==> images/floorplan.png <==
Pins as bars on the die edge. Tap cells in grey.
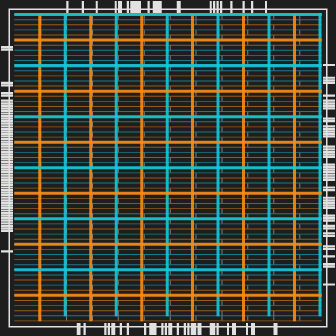
==> images/clock_wires.png <==
Bar = 50 µm.
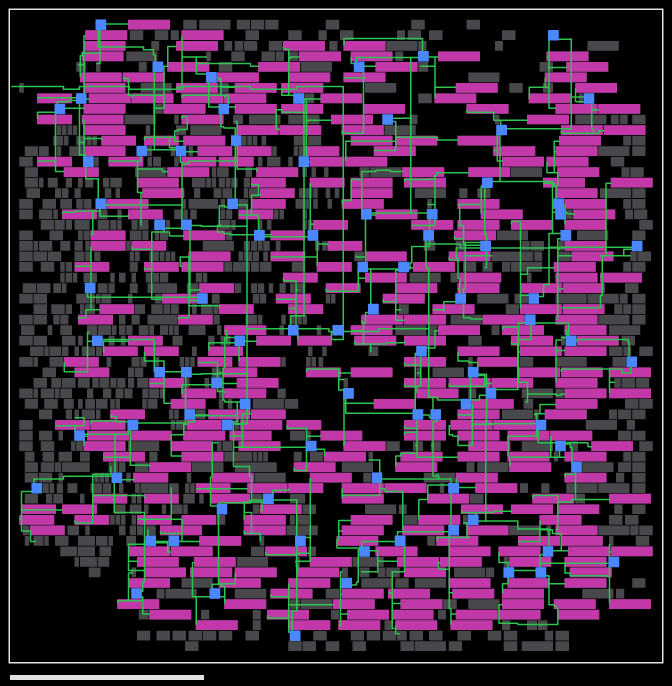
--- config.mk ---
export PLATFORM = sky130hd
export DESIGN_NAME = msrv32_instr_prefetch_buffer
export DESIGN_NICKNAME = d
export VERILOG_FILES = /design/src/rtl/msrv32_instr_prefetch_buffer.sv
export SDC_FILE = /design/constraint.sdc
export NUM_CORES = 1
export LEC_CHECK = 0
export CORE_MARGIN = 2
export CORE_UTILIZATION = 50
export CTS_BUF_LIST = sky130_fd_sc_hd__clkbuf_4
export DETAILED_ROUTE_END_ITERATION = 6
export PLACE_DENSITY = 0.73
export SYNTH_ARGS = -nofsm -noshare
export SYNTH_HDL_FRONTEND = slang
export SYNTH_SLANG_ARGS = --single-unit
export TNS_END_PERCENT = 20
--- constraint.sdc ---
create_clock -name ms_riscv32_mp_clk_in -period 5 [get_ports ms_riscv32_mp_clk_in]
set_input_delay 0.5 -clock ms_riscv32_mp_clk_in [delete_from_list [all_inputs] [get_ports ms_riscv32_mp_clk_in]]
set_output_delay 0.5 -clock ms_riscv32_mp_clk_in [all_outputs]
set_load 0.01 [all_outputs]
--- src/rtl/msrv32_instr_prefetch_buffer.sv ---
`default_nettype none
// ============================================================================
// Module   : msrv32_instr_prefetch_buffer
// Brief    : AHB-lite instruction prefetcher with a DEPTH-entry {instr,pc,fault} FIFO
// Revision : 1.0 - initial release
// ============================================================================
module msrv32_instr_prefetch_buffer #(
    parameter int                    ADDR_WIDTH   = 32,
    parameter int                    DEPTH        = 4,
    parameter logic [ADDR_WIDTH-1:0] RESET_VECTOR = '0
) (
    input  logic                        ms_riscv32_mp_clk_in,
    input  logic                        ms_riscv32_mp_rst_in,
    input  logic                        redirect_in,
    input  logic [ADDR_WIDTH-1:0]       redirect_addr_in,
    input  logic                        ms_riscv32_mp_instr_hready_in,
    input  logic                        ms_riscv32_mp_hresp_in,
    input  logic [31:0]                 ms_riscv32_mp_instr_in,
    output logic [ADDR_WIDTH-1:0]       ms_riscv32_mp_imaddr_out,
    output logic [1:0]                  ms_riscv32_mp_instr_htrans_out,
    output logic                        instr_valid_out,
    input  logic                        instr_ready_in,
    output logic [31:0]                 instr_out,
    output logic [ADDR_WIDTH-1:0]       instr_pc_out,
    output logic                        instr_fault_out,
    output logic [$clog2(DEPTH):0]      occupancy_out,
    output logic                        misaligned_out
);

    localparam int                 c_PTR_W   = $clog2(DEPTH);
    localparam int                 c_CNT_W   = c_PTR_W + 1;
    localparam logic [c_CNT_W-1:0] c_DEPTH   = c_CNT_W'(DEPTH);
    localparam logic [1:0]         c_IDLE    = 2'b00;
    localparam logic [1:0]         c_NONSEQ  = 2'b10;
    localparam logic [ADDR_WIDTH-1:0] c_STEP = ADDR_WIDTH'(4);

    logic [ADDR_WIDTH-1:0] r_fetch_pc;
    logic [ADDR_WIDTH-1:0] r_data_pc;
    logic                  r_pending;
    logic                  r_discard;
    logic                  r_halt;
    logic [c_PTR_W-1:0]    r_wr_ptr;
    logic [c_PTR_W-1:0]    r_rd_ptr;
    logic [c_CNT_W-1:0]    r_count;

    logic [31:0]           r_instr_mem [DEPTH];
    logic [ADDR_WIDTH-1:0] r_pc_mem    [DEPTH];
    logic                  r_fault_mem [DEPTH];

    logic [c_CNT_W-1:0]    w_credit_used;
    logic                  w_req;
    logic                  w_accept;
    logic                  w_complete;
    logic                  w_push;
    logic                  w_valid;
    logic                  w_pop;
    logic                  w_redirect_misaligned;

    // An in-flight data phase holds a FIFO slot so its beat always has room.
    assign w_credit_used = r_count + {{c_PTR_W{1'b0}}, r_pending};

    // Gating with the reset keeps the bus idle while reset is held.
    assign w_req      = ms_riscv32_mp_rst_in && !r_halt && !redirect_in &&
                        (w_credit_used < c_DEPTH);
    assign w_accept   = w_req && ms_riscv32_mp_instr_hready_in;
    assign w_complete = r_pending && ms_riscv32_mp_instr_hready_in;
    assign w_push     = w_complete && !r_discard && !redirect_in;
    assign w_valid    = (r_count != '0);
    assign w_pop      = w_valid && instr_ready_in && !redirect_in;

    assign w_redirect_misaligned = (redirect_addr_in[1:0] != 2'b00);

    assign ms_riscv32_mp_imaddr_out       = r_fetch_pc;
    assign ms_riscv32_mp_instr_htrans_out = w_req ? c_NONSEQ : c_IDLE;

    assign instr_valid_out = w_valid;
    assign instr_out       = w_valid ? r_instr_mem[r_rd_ptr] : '0;
    assign instr_pc_out    = w_valid ? r_pc_mem[r_rd_ptr]    : '0;
    assign instr_fault_out = w_valid ? r_fault_mem[r_rd_ptr] : 1'b0;
    assign occupancy_out   = r_count;
    assign misaligned_out  = r_halt;

    // Storage needs no reset: the head is masked whenever the FIFO is empty.
    always_ff @(posedge ms_riscv32_mp_clk_in) begin
        if (w_push) begin
            r_instr_mem[r_wr_ptr] <= ms_riscv32_mp_instr_in;
            r_pc_mem[r_wr_ptr]    <= r_data_pc;
            r_fault_mem[r_wr_ptr] <= ms_riscv32_mp_hresp_in;
        end
    end

    always_ff @(posedge ms_riscv32_mp_clk_in or negedge ms_riscv32_mp_rst_in) begin
        if (!ms_riscv32_mp_rst_in) begin
            r_fetch_pc <= RESET_VECTOR;
            r_data_pc  <= '0;
            r_pending  <= 1'b0;
            r_discard  <= 1'b0;
            r_halt     <= 1'b0;
            r_wr_ptr   <= '0;
            r_rd_ptr   <= '0;
            r_count    <= '0;
        end else begin
            // Bus data-phase tracking
            if (w_accept) begin
                r_pending <= 1'b1;
                r_data_pc <= r_fetch_pc;
            end else if (w_complete) begin
                r_pending <= 1'b0;
            end

            if (redirect_in) begin
                // A phase still waiting on hready finishes later and is dropped.
                r_discard <= r_pending && !ms_riscv32_mp_instr_hready_in;
            end else if (w_accept || w_complete) begin
                r_discard <= 1'b0;
            end

            if (redirect_in) begin
                r_fetch_pc <= redirect_addr_in;
                r_halt     <= w_redirect_misaligned;
            end else if (w_accept) begin
                r_fetch_pc <= r_fetch_pc + c_STEP;
            end

            // FIFO bookkeeping
            if (redirect_in) begin
                r_wr_ptr <= '0;
                r_rd_ptr <= '0;
                r_count  <= '0;
            end else begin
                if (w_push) begin
                    r_wr_ptr <= r_wr_ptr + 1'b1;
                end
                if (w_pop) begin
                    r_rd_ptr <= r_rd_ptr + 1'b1;
                end
                case ({w_push, w_pop})
                    2'b10:   r_count <= r_count + 1'b1;
                    2'b01:   r_count <= r_count - 1'b1;
                    default: r_count <= r_count;
                endcase
            end
        end
    end

endmodule
`default_nettype wire

==> run summary <==
yosys + openroad results -> status finished, final reports clean, Synth Seq Share 71.5%, Final Hold Vio Count 0, root buf cell clkbuf_4, WL per Instance 20.0 µm, pre-CTS setup slack 2010 ps, Tmin final 3610 ps, # Cells Yosys 840, vias in the first global route 8515, DRT iter0 DRCs 715, final instance count without filler cells 1479, Adder Area Share 0.611%, asr flop ratio synth 22.2%, Vias 8222, XOR-XNOR Cells, Area Fraction 0.389%, Num CTS Buffers 87, Total Wirelength 29.6 mm, Syn Nets 916, clock skew 44.8 ps, Clock Tree Buf Depth 3, post-layout period usage 72.2%, CP Class reg2out, clock slew at reported path FFs 60 ps, peak supply drop 220 µV, total negative slack 0 ps, Routed Antenna Nets 0, crit path launch r_rd_ptr[0]$_DFFE_PN0P_, CP Cell Sequence buf_12 > mux4_2 > and2_1 > clkdlybuf4s50_1, total chip power 0.00771 W, largest family of logic cells by area multiplexers, worst slew pin tran 1100 ps, Synth mux share 11.2%, synthesized area per cell 16.1 µm², Yosys cell types 50, placed instance area 15500 µm², number of H-tree levels 3, TritonCTS clock tree yes, Die Area 28300 µm², Slowest-stage cell, CP dfrtp_4, Slew Viols, Final 0, Critical R2R Capture occupancy_out[2]$_DFFE_PN0P_, top area contributor share 57.8%, drt drc 0, CP Buf/Inv Count 2, crit path to instr_pc_out[4], Synth Instances 840, CP top delay family buffers and inverters, worst path required time 4500 ps, first-pass GRT wire length 46.6 mm, Worst path depth 4, number of buffers added on ports 172, nets 1139, pwr dens 462 nW/µm², cell area after layout 16700 µm², post-route core utilization 62.5%, Top cells excl fill/tap edfxtp_1 (260), clkdlybuf4s50_1 (171), nand2_1 (135), clkbuf_4 (123), dfrtp_1 (72), hold_ws 131 ps, gp weighted congestion 0.814, Fillers 2030, RSZ-0062 raised after global routing false, Crit path largest cell delay 750 ps, synthesis area per yosys 13500 µm², overall routing resource usage 21.5%, startpoint types flop, Max Clk Rate 277 MHz, DP HPWL 17.0 mm, # rows 60, Max-slew headroom 26.8%, HP Class in2async, synthesized area 13500 µm², clk sink count 334, Skew-Pair Late Insertion Delay 680 ps, synth cell count leaders edfxtp_1 (260), nand2_1 (135), dfrtp_1 (74), total tool warning count 29, yosys warns 0, dominant logic cell type in the layout edfxtp_1, residual overflow from global routing 0, leakage power 5.92 nW, Synth Flop Type edfxtp_1, Worst EP arrival 3110 ps, area fraction in compound gates 3.94%, worst setup margin 1390 ps, Synth top cell by count edfxtp_1, number of enable flip-flop cells 260, cells on worst reg2reg path 9, number of synthesized register bits 334, layout cell share with drive strength beyond 1 19.9%, Starting Density 50.5%, largest net degree at the start of global routing 72, Top cells by area edfxtp_1 (58%), dfrtp_1 (14%), mux4_2 (11%), iteration tally of the first detailed-router pass 5, cell type with the largest total area edfxtp_1, Post-CTS Resized 0, crit path max fanout 44, max cap viols 0, Crit Reg-Reg Startpoint occupancy_out[1]$_DFFE_PN0P_, post-DR vias/cell 5.56, Post-Place Cells 1314, Final setup viols 0, IO Pins 174, Setup crit end kind primary output, area grow syn2layout 23.6%, simple share 10.7%, initial antenna violation count 2, Reg2Reg Setup Slack 2300 ps
About floorplan.png:
[orange] VSS
[cyan] VDD
rows: 60
tap cells: 341
Die Wd: 168 µm
Core Area: 26700 µm²
Die H: 168 µm

About clock_wires.png:
[blue] clock-net drivers | count: 87
[green] clock wires | length: 4280 µm
[magenta] flip-flops | count: 334
flops lie: spread over the die

flip-flops by register name, indices dropped and copies added, names as in the netlist:
signal / cells
r_rd_ptr: 2
r_data_pc: 32
r_pc_mem: 128
ms_riscv32_mp_imaddr_out: 32
r_instr_mem: 128
occupancy_out: 3
r_wr_ptr: 2
r_fault_mem: 4
r_pending: 1
r_discard: 1
misaligned_out: 1
metal layers:
metal / vias up / GRT usage (%) / wire length (µm)
met5: - / 0 / 0
met4: 0 / 7.65 / 616
met3: 51 / 5.17 / 2180
met2: 367 / 34.8 / 14400
met1: 4085 / 28.8 / 12400
li1: 3719 / - / -
final cells by class:
class | count | area (µm²) | share of cell area, %
Clock inverter | 39 | 221 | 1.33
Multi-Input combinational cell | 452 | 3630 | 21.8
Sequential cell | 334 | 9670 | 57.9
Timing Repair Buffer | 180 | 1790 | 10.7
Tap cell | 341 | 427 | 2.55
Clock buffer | 123 | 923 | 5.53
Antenna cell | 2 | 5.00 | 0.0300
Inverter | 8 | 30.0 | 0.180
power breakdown:
| group | switching (W) | leakage, nW | internal (W) |
|---|---|---|---|
| clock network | 0.00110 | 0.666 | 0.00125 |
| registers | 0.000267 | 3.29 | 0.00324 |
| logic | 0.000803 | 1.96 | 0.00105 |
what timing repair did:
action | CTS | global route
hold endpoints to repair | 3 | 0
hold buffers | 1 | 0
endpoints found under the setup margin | 0 | 0
setup buffers | 0 | 0
kinds of logic (layout without fill, tap and decap cells):
| group | after synthesis | in the layout |
|---|---|---|
| and+or+nand+nor | 289 | 289 |
| other | 1 | 3 |
| muxes | 69 | 69 |
| DFF | 334 | 334 |
| adders and majority gates | 6 | 6 |
| AOI/OAI and AO/OA | 81 | 81 |
| xor gates and xnor gates | 6 | 6 |
| buffers and inverters | 54 | 350 |
Power is estimated from default activity; no workload was simulated.
